## config.mk

```make
export PLATFORM = sky130hd
export DESIGN_NAME = uart_hex_rx
export DESIGN_NICKNAME = d
export VERILOG_FILES = /design/src/rtl/uart_hex_rx.sv
export SDC_FILE = /design/constraint.sdc
export NUM_CORES = 1
export LEC_CHECK = 0
export CAP_MARGIN = 20
export CELL_PAD_IN_SITES_DETAIL_PLACEMENT = 2
export CELL_PAD_IN_SITES_GLOBAL_PLACEMENT = 2
export CORE_MARGIN = 3
export CORE_UTILIZATION = 36
export CTS_BUF_LIST = sky130_fd_sc_hd__clkbuf_8
export DETAILED_ROUTE_END_ITERATION = 8
export PLACE_DENSITY = 0.91
export SLEW_MARGIN = 20
export SYNTH_ARGS = -nofsm -noshare
export SYNTH_HDL_FRONTEND = slang
export SYNTH_SLANG_ARGS = --single-unit
```

## constraint.sdc

```tcl
create_clock -name clk -period 2.3 [get_ports clk]
set_input_delay 0.46 -clock clk [delete_from_list [all_inputs] [get_ports clk]]
set_output_delay 0.46 -clock clk [all_outputs]
set_load 0.1 [all_outputs]
```

## src/rtl/uart_hex_rx.sv

```systemverilog
// uart_hex_rx: 8N1 UART receiver feeding an 8-digit hex accumulator.
// Ports:
//   clk         system clock, all state updates on the rising edge
//   rst_n       asynchronous active-low reset
//   rxd         raw UART line, idle high, asynchronous to clk
//   clear       synchronous clear of digits, wins over a same-cycle shift
//   byte_out    last correctly framed byte, held between frames
//   byte_valid  one-cycle pulse when byte_out loads
//   frame_err   one-cycle pulse when the stop bit samples low
//   digits      eight hex nibbles, [3:0] is the newest character
//   digit_valid one-cycle pulse when digits shifts
module uart_hex_rx #(
    parameter int CLK_HZ = 100000000,
    parameter int BAUD   = 115200
) (
    input  logic        clk,
    input  logic        rst_n,
    input  logic        rxd,
    input  logic        clear,
    output logic [7:0]  byte_out,
    output logic        byte_valid,
    output logic        frame_err,
    output logic [31:0] digits,
    output logic        digit_valid
);
    localparam int CPB  = CLK_HZ / BAUD;
    localparam int HALF = CPB / 2;
    localparam int CW   = $clog2(CPB);
    localparam logic [CW-1:0] BIT_LAST  = CW'(CPB - 1);
    localparam logic [CW-1:0] HALF_LAST = CW'(HALF - 1);

    typedef enum logic [2:0] {IDLE, START, DATA, STOP, WAIT_IDLE} state_t;

    state_t        state;
    logic [CW-1:0] cnt;
    logic [2:0]    idx;
    logic [7:0]    shreg;
    logic          sync1, rx;
    logic          is_dec, is_alpha, is_hex;
    logic [7:0]    low;
    logic [3:0]    nib;

    always_ff @(posedge clk or negedge rst_n) begin
        if (!rst_n) begin
            sync1 <= 1'b1;
            rx    <= 1'b1;
        end else begin
            sync1 <= rxd;
            rx    <= sync1;
        end
    end

    always_ff @(posedge clk or negedge rst_n) begin
        if (!rst_n) begin
            state      <= IDLE;
            cnt        <= '0;
            idx        <= '0;
            shreg      <= '0;
            byte_out   <= '0;
            byte_valid <= 1'b0;
            frame_err  <= 1'b0;
        end else begin
            byte_valid <= 1'b0;
            frame_err  <= 1'b0;
            case (state)
                IDLE: begin
                    cnt <= '0;
                    if (!rx) state <= START;
                end
                START: begin
                    if (cnt == HALF_LAST) begin
                        cnt   <= '0;
                        idx   <= '0;
                        state <= rx ? IDLE : DATA;
                    end else begin
                        cnt <= cnt + CW'(1);
                    end
                end
                DATA: begin
                    if (cnt == BIT_LAST) begin
                        cnt   <= '0;
                        shreg <= {rx, shreg[7:1]};
                        idx   <= idx + 3'd1;
                        if (idx == 3'd7) state <= STOP;
                    end else begin
                        cnt <= cnt + CW'(1);
                    end
                end
                STOP: begin
                    if (cnt == BIT_LAST) begin
                        cnt <= '0;
                        if (rx) begin
                            byte_out   <= shreg;
                            byte_valid <= 1'b1;
                            state      <= IDLE;
                        end else begin
                            frame_err <= 1'b1;
                            state     <= WAIT_IDLE;
                        end
                    end else begin
                        cnt <= cnt + CW'(1);
                    end
                end
                WAIT_IDLE: if (rx) state <= IDLE;
                default: state <= IDLE;
            endcase
        end
    end

    // Lower-casing via bit 5 lets one range test cover both letter cases.
    always_comb begin
        low      = byte_out | 8'h20;
        is_dec   = byte_out >= 8'h30 && byte_out <= 8'h39;
        is_alpha = low >= 8'h61 && low <= 8'h66;
        is_hex   = is_dec || is_alpha;
        nib      = is_dec ? byte_out[3:0] : byte_out[3:0] + 4'd9;
    end

    // byte_out already holds the new byte while byte_valid is high.
    always_ff @(posedge clk or negedge rst_n) begin
        if (!rst_n) begin
            digits      <= '0;
            digit_valid <= 1'b0;
        end else begin
            digit_valid <= byte_valid && is_hex && !clear;
            if (clear) digits <= '0;
            else if (byte_valid && is_hex) digits <= {digits[27:0], nib};
        end
    end
endmodule
```

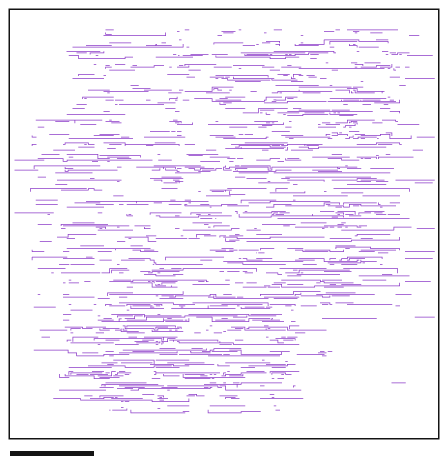
m1.png
Bar = 20 microns.
The layer carries 4640 microns of wire. 333 nets have wire on it. The longest straight run is 31.3 microns. The layer holds 43% of the routed length. The wires run mostly horizontal.
met1 usage in global routing: 0.270
routed vias: 2884
wire length reported by the detailed router: 10700 microns

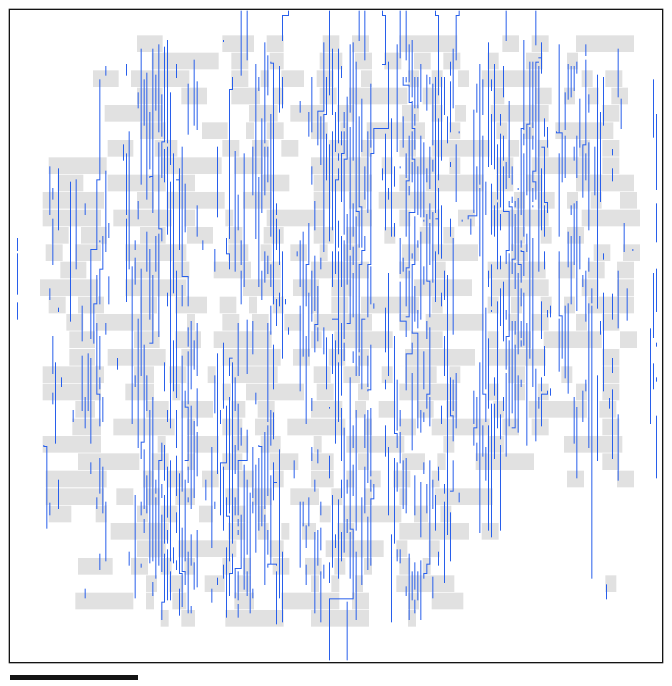
m2.png
Bar = 20 microns.
364 nets have wire on it. The longest straight run is 42.5 microns. The wires run mostly vertical. The layer holds 51% of the routed length. The layer carries 5490 microns of wire.
met2 Use GR: 0.349

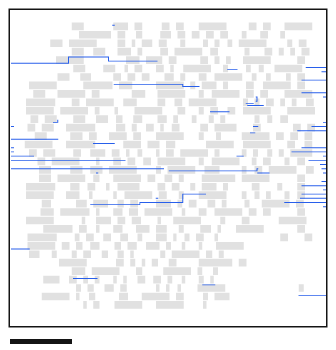
m3.png
Bar = 20 microns.
The wires run mostly horizontal. The layer carries 424 microns of wire.
met3 Track Usage GR: 0.0430

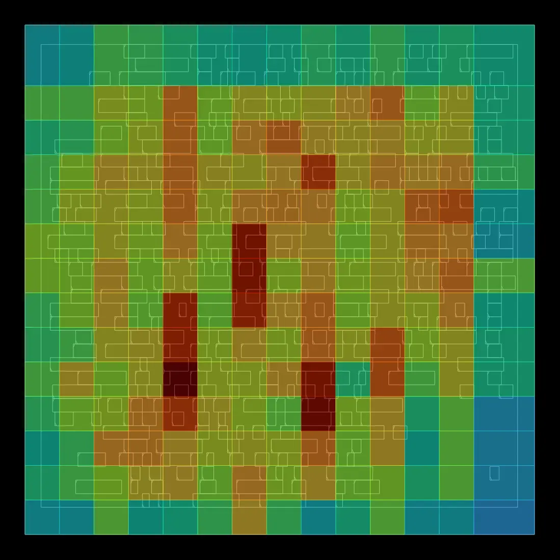
congestion_map.png
final routed wire length divided by cell count: 22.2 microns
layer with the highest usage: met2
final core area utilization: 0.473

==> run summary <==
Summary of the current implementation state.

- The flow ran to the end, and the final reports show no timing, DRC or antenna violations.
- The final timing report derives a shortest allowable period of around 2.2 ns.
- The number of global-route vias before repair is 3045, for reference.
- Wire segments on met2 add up to 5490 microns in the final route.
- The die span in y is 102 microns, for reference.
- The tally of buffers added on design ports is 46, for reference.
- The sum of met3 wire segment lengths after detailed routing is 423 microns, for reference.
- The total die size is a little over 10000 sq um, for reference.
- The count of nets left with antenna violations after detail routing is 0, for reference.
- The delay of the slowest cell on the worst path is about 0.6 ns, for reference.
- The flow reports power dissipated in the clock network as 0.00112 W.
- The total number of cells along the worst setup path is 5, for reference.
- The flow inserted 108 tap cells.
- Yosys mapped a number of flops with a built-in enable equal to 0.
- The terminus of the critical flop-to-flop path is digits[19]$_DFFE_PN0P_, for reference.
- The power density over the cells is between 500 and 600 nW/um^2, for reference.
- The non-clock buffer area fraction after layout is 0.135, for reference.
- Across all register-to-register paths, the minimum setup slack is 0.11 ns.
- The number of DRC violations after detailed-routing iteration 0 is 104, for reference.
- The pin closest to its max-slew limit shows a slew of around 0.43 ns.
- The floorplan report gives the top-level pin count as 47.
- The number of flip-flops in the largest register is 32, for reference.
- The area fraction in compound gates is 0.175, for reference.
- By area, the class that comes first in the final layout consists of flip-flops and latches.
- The number of warnings issued by yosys is 0, for reference.
- The worst setup path is captured at a flop.
- The total overflow left after global routing is 0.
- Leaving out the clock tree, the finished layout contains an inverter count of 8.
- Of the total power, registers draw 0.510.
- The number of unique standard cell types used by synthesis is 48, for reference.
- In this run, CTS created clock tree buffers numbering 9.
- The count of non-CTS buffers in the layout is 69, for reference.
- The startpoint-to-endpoint class of the critical path is flop to flop, for reference.
- The number of iterations in the first detailed-routing pass is 4, for reference.
- The worst max-slew margin expressed relative to the limit is 0.714, for reference.
- After routing the design area is 4160 sq um.
- The ratio of cells with drive above 1 in the final layout is 0.312, for reference.
- The number of logged tool warnings is 31, for reference.
[Yosys cell counts, types with 3 or more instances]
cell	number
a211oi_1	5
a21oi_1	31
a41oi_1	3
and3b_1	3
buf_1	4
buf_2	5
clkbuf_1	17
dfrtp_1	67
ha_1	8
inv_1	8
mux2_2	17
mux2i_1	3
nand2_1	19
nand3_1	34
nand4_1	5
nor2_1	6
nor3_1	6
nor3b_1	3
o211ai_1	29
o21ai_0	8
[worst max path at each step]
stage	slack, ns	endpoint
after detailed placement	-0.07	digits[27]$_DFFE_PN0P_
after CTS	0.01	byte_out[2]$_DFFE_PN0P_
after global placement	0.09	digits[31]$_DFFE_PN0P_
after global routing	0.02	cnt[5]$_DFFE_PN0P_
after floorplan	0.002	digits[13]$_DFFE_PN0P_
final	0.11	digits[19]$_DFFE_PN0P_
Power is estimated from default activity; no workload was simulated.
